$ cat config.mk
export PLATFORM = sky130hd
export DESIGN_NAME = alu_cmd_issuer
export DESIGN_NICKNAME = d
export VERILOG_FILES = /design/src/rtl/alu_cmd_issuer.sv
export SDC_FILE = /design/constraint.sdc
export NUM_CORES = 1
export LEC_CHECK = 0
export ABC_AREA = 1
export CAP_MARGIN = 20
export CORE_UTILIZATION = 50
export CTS_CLUSTER_DIAMETER = 200
export DETAILED_ROUTE_END_ITERATION = 12
export DONT_BUFFER_PORTS = 1
export PLACE_DENSITY_LB_ADDON = 0.05
export SYNTH_ARGS = -nofsm -noshare
export SYNTH_HDL_FRONTEND = slang
export SYNTH_SLANG_ARGS = --single-unit
$ cat constraint.sdc
create_clock -name clk -period 2.55 [get_ports clk]
set_input_delay 0.765 -clock clk [delete_from_list [all_inputs] [get_ports clk]]
set_output_delay 0.765 -clock clk [all_outputs]
set_load 0.01 [all_outputs]
$ cat src/rtl/alu_cmd_issuer.sv
// Purpose : sequencer that registers one command onto a combinational ALU,
//           waits SETTLE_CYCLES, then captures and returns res/zero/overflow.
// Latency : command accepted at edge E0 -> rsp_valid high after edge E0+SETTLE_CYCLES.
// Backpressure: one command in flight. cmd_ready stays low from accept until the
//           response handshake. rsp_* are held while rsp_ready is low.
//
// Ports:
//   clk, rst_n                 clock (rising edge), asynchronous active-low reset
//   cmd_valid/cmd_ready        command handshake; cmd_op/cmd_a/cmd_b command payload
//   alu_operation/alu_a/alu_b  registered drive into the ALU
//   alu_res/alu_zero/alu_overflow  combinational results from the ALU
//   rsp_valid/rsp_ready        response handshake; rsp_res/rsp_zero/rsp_overflow payload
//   busy                       high whenever the FSM is not in IDLE
//   stat_ops/stat_ovf          saturating handshake counters (only with ALU_ISSUER_STATS_EN)
//
// Optional feature macro: ALU_ISSUER_STATS_EN
module alu_cmd_issuer #(
  parameter int unsigned SETTLE_CYCLES = 1,  // legal range 1..15
  parameter int unsigned WIDTH         = 32
) (
  input  logic             clk,
  input  logic             rst_n,
  input  logic             cmd_valid,
  output logic             cmd_ready,
  input  logic [2:0]       cmd_op,
  input  logic [WIDTH-1:0] cmd_a,
  input  logic [WIDTH-1:0] cmd_b,
  output logic [2:0]       alu_operation,
  output logic [WIDTH-1:0] alu_a,
  output logic [WIDTH-1:0] alu_b,
  input  logic [WIDTH-1:0] alu_res,
  input  logic             alu_zero,
  input  logic             alu_overflow,
  output logic             rsp_valid,
  input  logic             rsp_ready,
  output logic [WIDTH-1:0] rsp_res,
  output logic             rsp_zero,
  output logic             rsp_overflow,
`ifdef ALU_ISSUER_STATS_EN
  output logic [15:0]      stat_ops,
  output logic [15:0]      stat_ovf,
`endif
  output logic             busy
);

  typedef enum logic [1:0] {IDLE, SETTLE, RESP} state_t;

  // The counter is loaded with SETTLE_CYCLES-1 so that the capture edge lands
  // exactly SETTLE_CYCLES edges after the accept edge.
  localparam logic [3:0] CNT_LOAD = 4'(SETTLE_CYCLES - 1);

  state_t     state;
  logic [3:0] cnt;

  always_ff @(posedge clk or negedge rst_n) begin
    if (!rst_n) begin
      state         <= IDLE;
      cnt           <= '0;
      cmd_ready     <= 1'b1;
      rsp_valid     <= 1'b0;
      busy          <= 1'b0;
      alu_operation <= '0;
      alu_a         <= '0;
      alu_b         <= '0;
      rsp_res       <= '0;
      rsp_zero      <= 1'b0;
      rsp_overflow  <= 1'b0;
    end else begin
      case (state)
        IDLE: begin
          if (cmd_valid) begin
            alu_operation <= cmd_op;
            alu_a         <= cmd_a;
            alu_b         <= cmd_b;
            cnt           <= CNT_LOAD;
            cmd_ready     <= 1'b0;
            busy          <= 1'b1;
            state         <= SETTLE;
          end
        end
        SETTLE: begin
          // alu_* are untouched here, so the ALU inputs stay stable until
          // the next accepted command.
          if (cnt == 4'd0) begin
            rsp_res      <= alu_res;
            rsp_zero     <= alu_zero;
            rsp_overflow <= alu_overflow;
            rsp_valid    <= 1'b1;
            state        <= RESP;
          end else begin
            cnt <= cnt - 4'd1;
          end
        end
        RESP: begin
          // rsp_* keep the captured value after the handshake.
          if (rsp_ready) begin
            rsp_valid <= 1'b0;
            cmd_ready <= 1'b1;
            busy      <= 1'b0;
            state     <= IDLE;
          end
        end
        default: begin
          rsp_valid <= 1'b0;
          cmd_ready <= 1'b1;
          busy      <= 1'b0;
          state     <= IDLE;
        end
      endcase
    end
  end

`ifdef ALU_ISSUER_STATS_EN
  logic rsp_fire;
  assign rsp_fire = (state == RESP) && rsp_ready;

  always_ff @(posedge clk or negedge rst_n) begin
    if (!rst_n) begin
      stat_ops <= '0;
      stat_ovf <= '0;
    end else if (rsp_fire) begin
      if (stat_ops != 16'hFFFF) stat_ops <= stat_ops + 16'd1;
      if (rsp_overflow && (stat_ovf != 16'hFFFF)) stat_ovf <= stat_ovf + 16'd1;
    end
  end
`endif

endmodule

==> results.txt <==
flow finished, numbers: Max Cap Viol=0, Final HPWL DP=about 5700 um, # Cells Yosys=479, Top Usage Layer GRT=met2, Critical Path Slowest Stage Cell=nand3_2, I/O Buffers=0, Placed Instances=between 500 and 600, pwr dens=1350 nW/um^2, maximum vdd drop=roughly 0.00054 V, Slew headroom=65.1%, top-count cell post-synth=nand2_1, Worst R2R End=rsp_res[25], share of flip-flops with an asynchronous set or reset=100%, critical path type=reg -> reg, highest metal used=met4, Worst R2R Path Depth=6, Final Cell Area=4570 um^2, Crit. End Element=flop, M1 WL=3430 um, reg2reg start=cnt[0], fmax=558 MHz, reg-to-reg slack, setup=0.76 ns, clk_skew=between 0.01 and 0.015 ns, post-synth top area share=63.4%, arrival time worst endpoint=between 2 and 2.5 ns, largest net degree at the start of global routing=111, final setup margin=0.759 ns, RD Place Congestion=0.792, chip area=between 8000 and 9000 um^2, unrepaired setup endpoints after global routing=no, CTS Hold Bufs=0, status=finished, final reports clean, Met2 Wirelength=slightly below 4000 um, overall power=6.16 mW, final worst path period share=70.2%, Routed WL per cell=14.3 um, top cells by area=dfrtp_1 (63%), nand2_1 (22%), inv_1 (3.4%), o21ai_0 (3.1%), buf_6 (1.0%), Main synth FF type=dfrtp_1, root buf cell=clkbuf_8, antenna cells=0, Congestion Overflow GR=0, synthesized area per cell=between 8 and 9 um^2, NonClk Buf Share=1.31%, Worst-path clk slew=0.10 ns, crit-path cells=inv_1 -> ha_1 -> nand3_2 -> buf_12 -> nand2_1 -> o21ai_0, post-CTS setup repair buffer count=0, post-synthesis sequential area ratio=64.0%, final setup violation count=0
## kinds of logic after synthesis
group | Yosys count
flops | 110
fa+ha+maj | 2
compound gates | 38
buf+inv | 62
simple gates | 266
xor+xnor | 1
## worst max path at each step
stage                         start           to  cells after the start
after floorplan           cmd_valid    alu_b[10]                      6
after global routing         cnt[0]  rsp_res[20]                      5
after global placement       cnt[0]  rsp_res[25]                      6
after detailed placement     cnt[0]  rsp_res[24]                      6
after CTS                    cnt[0]  rsp_res[24]                      6
final                        cnt[0]  rsp_res[25]                      6
## power breakdown
group / total, mW / switching, mW / internal (mW)
sequential: 3.58 / 0.984 / 2.59
combinational: 1.53 / 0.946 / 0.587
clock: 1.05 / 0.561 / 0.488
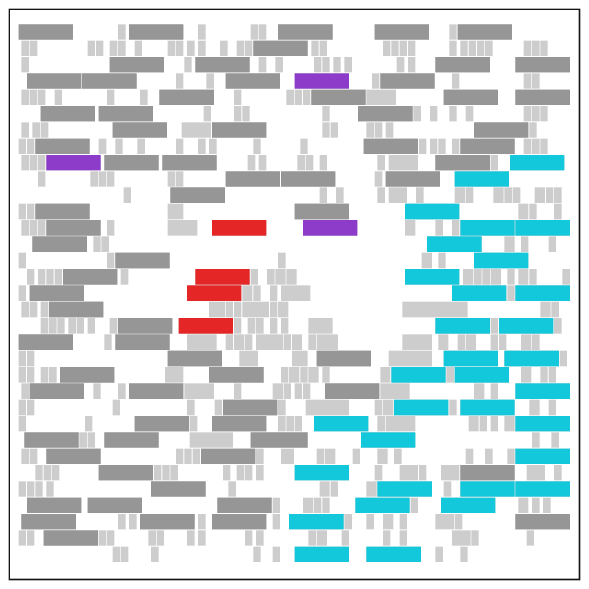
Figure 1: sequential cells grouped by signal name.
Drawn at 6 px/um. Other sequential cells in the stronger grey, the rest of the logic in the fainter grey.
legend:
  `rsp_res`:
    colour: cyan
    sequential_cells: 32
  `cnt`:
    colour: red
    sequential_cells: 4
  `alu_operation`:
    colour: purple
    sequential_cells: 3

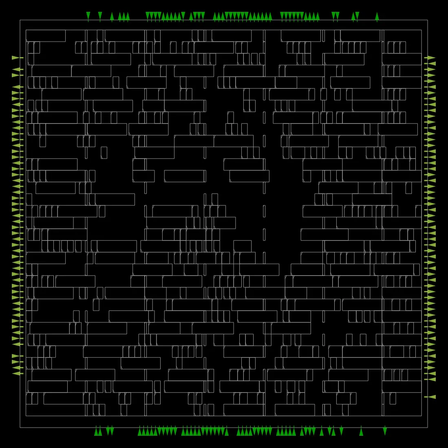
Figure 2: placed standard cells.
Filler cells: 780
flop count: 110
Final Util: 55.3%
Core ar.: 8260 um^2

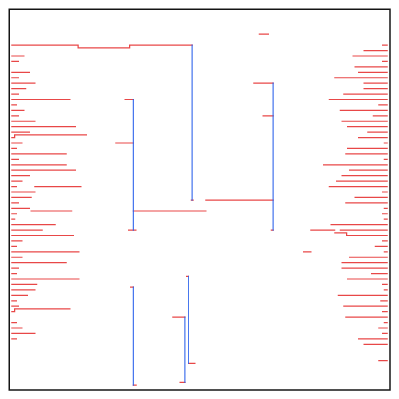
Figure 3: metal layers overlaid.
Drawn at 4 px/um. Two of the layers only.
legend:
  met4:
    colour: blue
    wire_length: 171 um
  met3:
    colour: red
    wire_length: 819 um

Power and IR drop assume default switching activity.
